$ cat src/rtl/serial_subtractor.sv
// serial_subtractor: bit-serial a - b - bin using one full-subtractor cell, LSB first,
// with valid/ready handshakes on both the operand and result sides.
module serial_subtractor #(
    parameter int WIDTH = 4
) (
    input  logic             clk,
    input  logic             rst_n,
    input  logic             in_valid,
    output logic             in_ready,
    input  logic [WIDTH-1:0] a,
    input  logic [WIDTH-1:0] b,
    input  logic             bin,
    output logic             out_valid,
    input  logic             out_ready,
    output logic [WIDTH-1:0] diff,
    output logic             bout,
    output logic             ovf
);
    localparam int CW = $clog2(WIDTH);

    typedef enum logic [1:0] {IDLE, RUN, DONE} state_t;

    state_t         state;
    logic [WIDTH-1:0] sa;
    logic [WIDTH-1:0] sb;
    logic [CW-1:0]  cnt;
    logic           br;
    logic           d;
    logic           br_next;
    logic           last;

    assign d       = sa[0] ^ sb[0] ^ br;
    assign br_next = (~sa[0] & sb[0]) | (~(sa[0] ^ sb[0]) & br);
    assign last    = cnt == CW'(WIDTH - 1);

    // The minuend register doubles as the result register: each consumed
    // LSB frees the MSB slot that receives the new difference bit.
    always_ff @(posedge clk or negedge rst_n) begin
        if (!rst_n) begin
            state     <= IDLE;
            sa        <= '0;
            sb        <= '0;
            cnt       <= '0;
            br        <= 1'b0;
            in_ready  <= 1'b1;
            out_valid <= 1'b0;
            diff      <= '0;
            bout      <= 1'b0;
            ovf       <= 1'b0;
        end else begin
            case (state)
                IDLE: if (in_valid) begin
                    sa       <= a;
                    sb       <= b;
                    br       <= bin;
                    cnt      <= '0;
                    in_ready <= 1'b0;
                    state    <= RUN;
                end
                RUN: begin
                    sa <= {d, sa[WIDTH-1:1]};
                    sb <= sb >> 1;
                    br <= br_next;
                    if (last) begin
                        diff      <= {d, sa[WIDTH-1:1]};
                        bout      <= br_next;
                        ovf       <= br ^ br_next;
                        out_valid <= 1'b1;
                        state     <= DONE;
                    end else begin
                        cnt <= cnt + 1'b1;
                    end
                end
                DONE: if (out_ready) begin
                    out_valid <= 1'b0;
                    in_ready  <= 1'b1;
                    state     <= IDLE;
                end
                default: state <= IDLE;
            endcase
        end
    end
endmodule

$ cat config.mk
export PLATFORM = sky130hd
export DESIGN_NAME = serial_subtractor
export DESIGN_NICKNAME = d
export VERILOG_FILES = /design/src/rtl/serial_subtractor.sv
export SDC_FILE = /design/constraint.sdc
export NUM_CORES = 1
export LEC_CHECK = 0
export CAP_MARGIN = 20
export CORE_MARGIN = 2
export CORE_UTILIZATION = 53
export DETAILED_ROUTE_END_ITERATION = 10
export PLACE_DENSITY_LB_ADDON = 0.2
export SETUP_SLACK_MARGIN = 0.1
export SLEW_MARGIN = 20
export SYNTH_ARGS = -nofsm -noshare
export SYNTH_HDL_FRONTEND = slang
export SYNTH_SLANG_ARGS = --single-unit
$ cat constraint.sdc
create_clock -name clk -period 1.9 [get_ports clk]
set_input_delay 0.19 -clock clk [delete_from_list [all_inputs] [get_ports clk]]
set_output_delay 0.19 -clock clk [all_outputs]
set_load 0.05 [all_outputs]
**Run 1: clock distribution**

The bar under the picture is 10 um long.
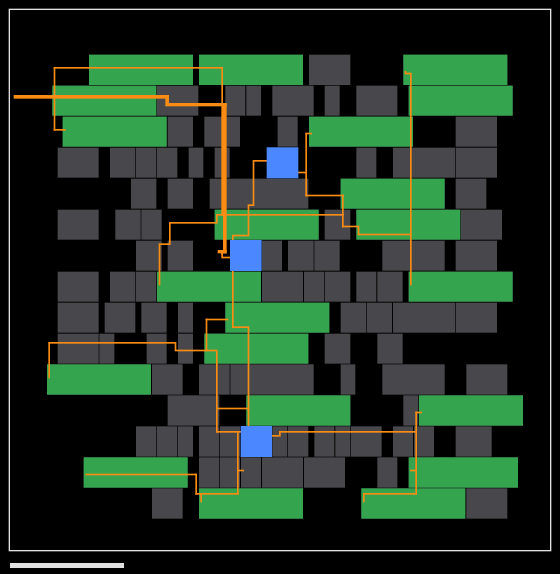
legend:
  flip-flops:
    color: green
    count: 21
  clock wires:
    color: orange
    length: 246 um
  cells driving clock nets:
    color: blue
    count: 3
routed clock nets: 4

**Run 1: congestion heat map**

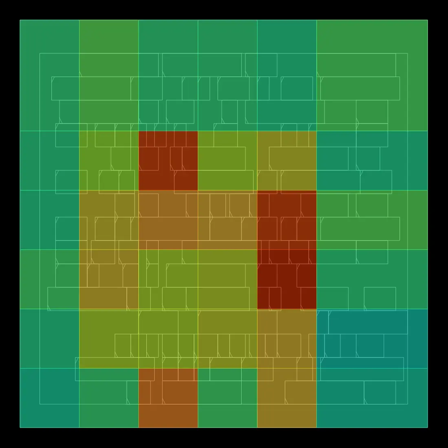
Final Util: 70.04%
GRT busiest layer: met2
drt wl/cell: 14.14 um
met3 Usage GRT: 3.462%
grt met2 use: 31.89%

==> flow_metrics.tcl, run 1 <==
# implementation run metrics
set metrics [dict create \
    cts-htree-levels 1 \
    port_buffers 20 \
    async_flop_share_pct 100.0 \
    drtIter0Drc 11 \
    coreArea_sq_um 1745 \
    comb_area_sq_um 396.6 \
    power_density_nw_per_um2 1860 \
    route.detailed.drc 0 \
    most_common_cell "dfrtp_1" \
    grt_use_met1_pct 26.99 \
    p_clk_mw 0.216 \
    p_comb_mw 1.19 \
    place_area_sq_um 1196 \
    top_logic_kind "AND-OR/OR-AND gates" \
    r2r_end "diff[3]" \
    grt_first_pass_wirelength_mm 3.091 \
    warning_count 26 \
    cp_cell_sequence "clkdlybuf4s50_1" \
    common_cells "dfrtp_1, o22ai_1, a21oi_1" \
    rsz0062_at_grt "no" \
    met3_wirelength_um 96 \
    top_cell_area_share_pct 50.13 \
    slowest_stage "clkdlybuf4s50_1" \
    cts_buffers 3 \
    required_ns 1.71 \
    yosysUniqueCellTypes 22 \
    nNetsFinal 128 \
    rows 15 \
    rrSetupSlack_ns 0.50 \
    hold-worst-slack_ns 0.2294 \
    cts_tree "built" \
    cts.sinks 21 \
    layout_top_cells "dfrtp_1, clkdlybuf4s50_1, o22ai_1" \
    outcome "finished clean" \
    fp-utilization_pct 57.20 \
    clkLatencyLatePin_ns 0.30 \
    tightest_slew_ns 0.5484 \
    critPathMaxFanout 2 \
    final_area_sq_um 1222 \
    drtAntennaViolNets 0 \
    tns_ns 0 \
    finalSetupViolCount 0 \
    clkbuf_count 3 \
    critPathCaptureType "output pin" \
    area.growth.synth_to_final_pct 22.43 \
    compound_area_share_pct 23.56 \
    arrival_ns 1.51 \
    cts_hold_buffers 0 \
    ios 21 \
    fin_cells 137 \
    post_cts_buffers 0 \
    p_switching_mw 1.029 \
    n_fill_cell 135 \
    fmax_mhz 589.6 \
    flop-count 21 \
    area_leaders "dfrtp_1, o22ai_1, a21oi_1" \
    ir_worst_vdd_v 0.0008112 \
    ys_sh_xor_pct 0.8772 \
    worstReg2RegStart "cnt[0]" \
    synthCells 94 \
    ys_seq_share_pct 52.76 \
    routed_wl_mm 1.937 \
    min_period_ns 1.696 \
    final-nonclk-buf-share_pct 17.50 \
    place_ws_ns 0.3951 \
    synth_warnings 0 \
    ys_area_sq_um 998.5 \
    syn_area_per_cell_sq_um 10.62 \
    holdCritPathClass "in -> async" \
    via_count 763 \
    die_w_um 47.41 \
    comb_share_pct 32.45 \
    seq-cell-share_pct 43.09 \
    final_common_cell "dfrtp_1" \
    edf_count 0 \
    clkCellAreaFrac_pct 2.252 \
    die_h_um 47.41 \
    clkTransAtPathRegs_ns 0.12 \
    r2r_cells 3 \
    endpoint "bout" \
    startpoint_type "flop" \
    cp_top_family "buffers and inverters" \
    route.met2.wl_um 956 \
    max_stage_delay_ns 0.82 \
    max_cap_violations 0 \
    post_cts_resize_count 1 \
    ff_type "dfrtp_1" \
    p_seq_share_pct 38.1 \
]
**Run 1: sequential cells colored by netlist name**

The bar under the picture is 10 um long. Other sequential cells in the stronger gray, the rest of the logic in the fainter gray.
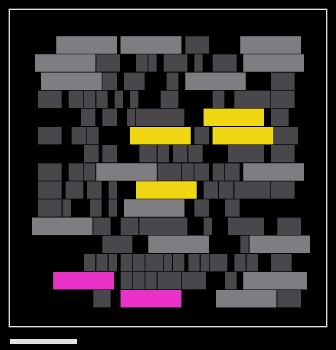
legend:
  cnt:
    color: magenta
    placed_flops: 2
  sa:
    color: yellow
    placed_flops: 4
    where: middle
not colored: 15
Flop+latch power: 0.867 mW
Reg area: 526.8 sq um

**Run 1: cells colored by class**

The bar under the picture is 10 um long.
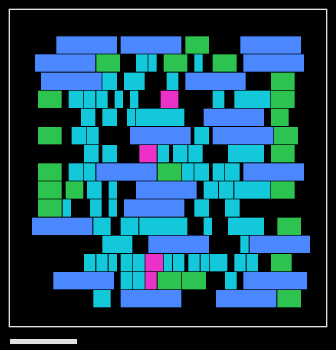
legend:
  other buffers and delay cells:
    color: green
    cells: 22
    share_of_their_area: 18%
  all other logic:
    color: cyan
    cells: 65
    share_of_their_area: 36%
  clock drivers and dummy loads:
    color: magenta
    cells: 4
    share_of_their_area: 2.3%
  flip-flops:
    color: blue
    cells: 21
    share_of_their_area: 44%

**Run 1: selected gate families**

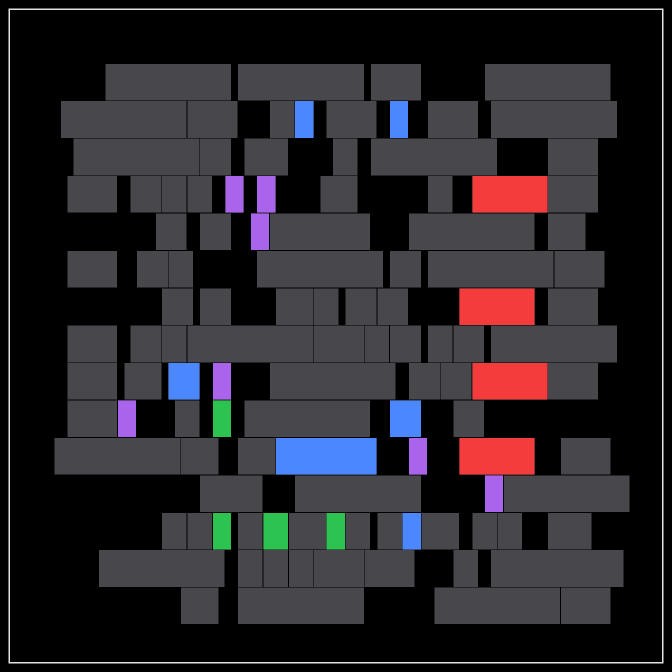

--- run 2 (diff from run 1) ---
--- a/config.mk
+++ b/config.mk
@@ -9,9 +9,9 @@
 export CORE_MARGIN = 2
 export CORE_UTILIZATION = 53
 export DETAILED_ROUTE_END_ITERATION = 10
-export PLACE_DENSITY_LB_ADDON = 0.2
+export GPL_ROUTABILITY_DRIVEN = 0
+export PLACE_DENSITY = 0.83
 export SETUP_SLACK_MARGIN = 0.1
-export SLEW_MARGIN = 20
 export SYNTH_ARGS = -nofsm -noshare
 export SYNTH_HDL_FRONTEND = slang
 export SYNTH_SLANG_ARGS = --single-unit
**Run 2: selected gate families**

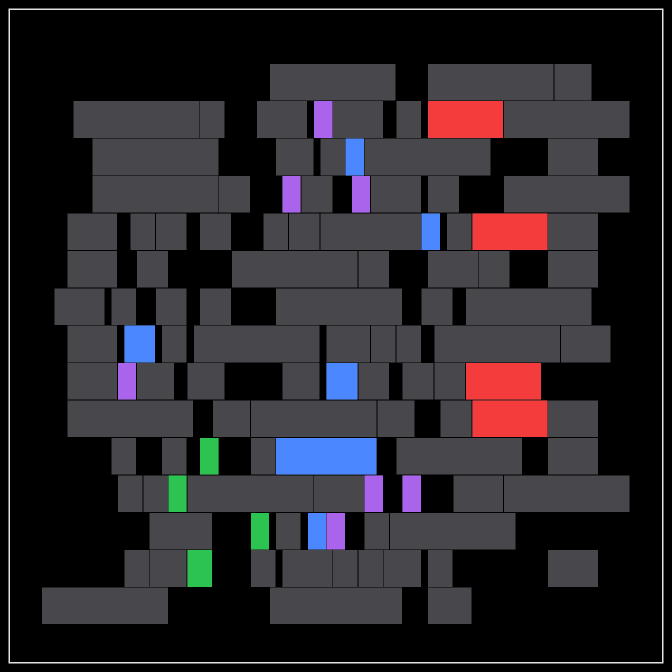
legend:
  NOR gates:
    color: green
    cells: 4
  NAND gates:
    color: blue
    cells: 6
  multiplexers:
    color: red
    cells: 4
  inverters:
    color: purple
    cells: 7

==> flow_metrics.tcl, run 2 <==
# implementation run metrics
set metrics [dict create \
    rsz0062_at_grt "no" \
    fin_cells 137 \
    ys_seq_share_pct 52.76 \
    clkCellAreaFrac_pct 2.252 \
    area.growth.synth_to_final_pct 22.43 \
    final_area_sq_um 1222 \
    clkbuf_count 3 \
    n_fill_cell 147 \
    tns_ns 0 \
    edf_count 0 \
    slowest_stage "clkdlybuf4s50_1" \
    outcome "finished clean" \
    compound_area_share_pct 23.56 \
    r2r_cells 3 \
    area_leaders "dfrtp_1, o22ai_1, a21oi_1" \
    ios 21 \
    rrSetupSlack_ns 0.51 \
    cts_buffers 3 \
    tightest_slew_ns 0.5487 \
    top_cell_area_share_pct 50.13 \
    p_seq_share_pct 37.9 \
    seqCellArea_sq_um 526.8 \
    clkLatencyLatePin_ns 0.31 \
    cts_hold_buffers 0 \
    die_w_um 47.41 \
    layout_top_cells "dfrtp_1, clkdlybuf4s50_1, o22ai_1" \
    fp-utilization_pct 57.20 \
    route.detailed.drc 0 \
    holdCritPathClass "in -> async" \
    common_cells "dfrtp_1, o22ai_1, a21oi_1" \
    wl_per_cell_um 15.18 \
    ff_type "dfrtp_1" \
    p_comb_mw 1.20 \
    warning_count 26 \
    powerSeq_mw 0.870 \
    via_count 778 \
    arrival_ns 1.51 \
    post_cts_buffers 0 \
    p_clk_mw 0.223 \
    most_common_cell "dfrtp_1" \
    yosysUniqueCellTypes 22 \
    cts.sinks 21 \
    met2_usage_pct 34.05 \
    power_density_nw_per_um2 1877 \
    worstReg2RegStart "cnt[0]" \
    port_buffers 20 \
    dr.pass1.iters 4 \
    final-nonclk-buf-share_pct 17.50 \
    crit_type "reg -> out" \
    seq-cell-share_pct 43.09 \
    syn_area_per_cell_sq_um 10.62 \
    post_cts_resize_count 1 \
    ys_area_sq_um 998.5 \
    fmax_mhz 588.2 \
    finalSetupViolCount 0 \
    startpoint_type "flop" \
    flop-count 21 \
    drtIter0Drc 18 \
    min_period_ns 1.700 \
    met3_wirelength_um 97 \
    clkTransAtPathRegs_ns 0.12 \
    required_ns 1.71 \
    critPathMaxFanout 2 \
    grt_first_pass_wirelength_mm 3.194 \
    hold-worst-slack_ns 0.2205 \
    cts_tree "built" \
    final_common_cell "dfrtp_1" \
    comb_area_sq_um 396.6 \
    use_met3_pct 3.462 \
    max_cap_violations 0 \
    ir_worst_vdd_v 0.0009421 \
    route.met2.wl_um 971 \
    top_logic_kind "AND-OR/OR-AND gates" \
    synthCells 94 \
    async_flop_share_pct 100.0 \
    routed_wl_mm 2.079 \
    final_core_utilization_pct 70.04 \
]
**Run 2: cells colored by class**

The bar under the picture is 10 um long.
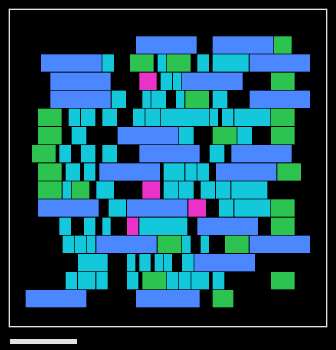
legend:
  all other logic:
    color: cyan
    cells: 65
    share_of_their_area: 36%
  clock drivers and dummy loads:
    color: magenta
    cells: 4
    share_of_their_area: 2.3%
  flip-flops:
    color: blue
    cells: 21
    share_of_their_area: 44%
  other buffers and delay cells:
    color: green
    cells: 22
    share_of_their_area: 18%

**Run 2: sequential cells colored by netlist name**

The bar under the picture is 10 um long. Other sequential cells in the stronger gray, the rest of the logic in the fainter gray.
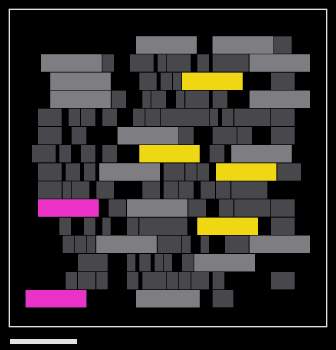

--- run 3 (diff from run 2) ---
==> constraint.sdc (replaced) <==
create_clock -name clk -period 2 [get_ports clk]
set_input_delay 0.2 -clock clk [delete_from_list [all_inputs] [get_ports clk]]
set_output_delay 0.2 -clock clk [all_outputs]
set_load 0.05 [all_outputs]
**Run 3: sequential cells colored by netlist name**

The bar under the picture is 10 um long. Other sequential cells in the stronger gray, the rest of the logic in the fainter gray.
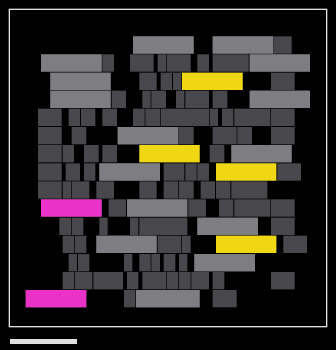
flop share of the area: 43.05%
Final Util: 70.11%
Flop+latch power: 0.824 mW

==> flow_metrics.tcl, run 3 <==
# implementation run metrics
set metrics [dict create \
    outcome "finished clean" \
    clkLatencyLatePin_ns 0.31 \
    finalSetupViolCount 0 \
    p_clk_mw 0.209 \
    ys_sh_xor_pct 0.8772 \
    dr.pass1.iters 4 \
    rrSetupSlack_ns 0.60 \
    common_cells "dfrtp_1, o22ai_1, a21oi_1" \
    seqCellArea_sq_um 526.8 \
    crit_type "reg -> out" \
    ys_area_sq_um 998.5 \
    yosysUniqueCellTypes 22 \
    drtAntennaViolNets 0 \
    cts_buffers 3 \
    compound_area_share_pct 23.56 \
    route.detailed.drc 0 \
    clkTransAtPathRegs_ns 0.12 \
    via_count 781 \
    max_stage_delay_ns 0.80 \
    area_leaders "dfrtp_1, o22ai_1, a21oi_1" \
    required_ns 1.80 \
    rsz0062_at_grt "no" \
    synth_warnings 0 \
    post_cts_resize_count 0 \
    final-nonclk-buf-share_pct 17.59 \
    clkCellAreaFrac_pct 2.249 \
    cts-htree-levels 1 \
    tns_ns 0 \
    post_cts_buffers 0 \
    warning_count 26 \
    layout_top_cells "dfrtp_1, clkdlybuf4s50_1, o22ai_1" \
    area.growth.synth_to_final_pct 22.56 \
    die_w_um 47.41 \
    met3_wirelength_um 76 \
    critPathMaxFanout 3 \
    cts.sinks 21 \
    p_comb_mw 1.15 \
    cts_tree "built" \
    ios 21 \
    coreArea_sq_um 1745 \
    use_met3_pct 3.462 \
    most_common_cell "dfrtp_1" \
    holdCritPathClass "in -> async" \
    ys_seq_share_pct 52.76 \
    rows 15 \
    max_cap_violations 0 \
    r2r_cells 3 \
    fmax_mhz 538.4 \
    startpoint_type "flop" \
    slowest_stage "clkdlybuf4s50_1" \
    power_density_nw_per_um2 1782 \
    route.met2.wl_um 996 \
    final_area_sq_um 1224 \
    port_buffers 20 \
    drtIter0Drc 14 \
    tightest_slew_ns 0.5566 \
    n_fill_cell 148 \
    arrival_ns 1.66 \
    async_flop_share_pct 100.0 \
    cp_top_family "buffers and inverters" \
    cp_cell_sequence "clkdlybuf4s50_1" \
    grt_busiest_layer "met2" \
    syn_area_per_cell_sq_um 10.62 \
    critPathCaptureType "output pin" \
    worstReg2RegStart "cnt[0]" \
]
**Run 3: congestion heat map**

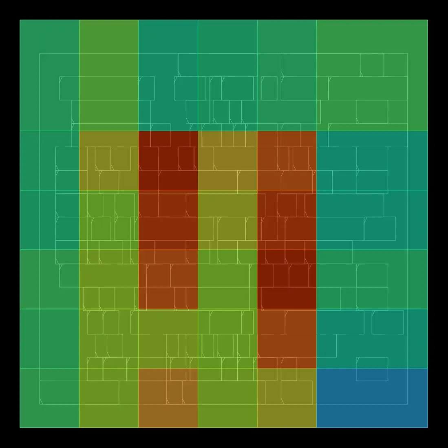
grt met2 use: 34.86%
drt wl/cell: 14.90 um
All-Layer GR Usage: 20.78%
met1 GRT Util: 27.49%

Power figures rest on the tool's default switching activity, not on a simulated workload.
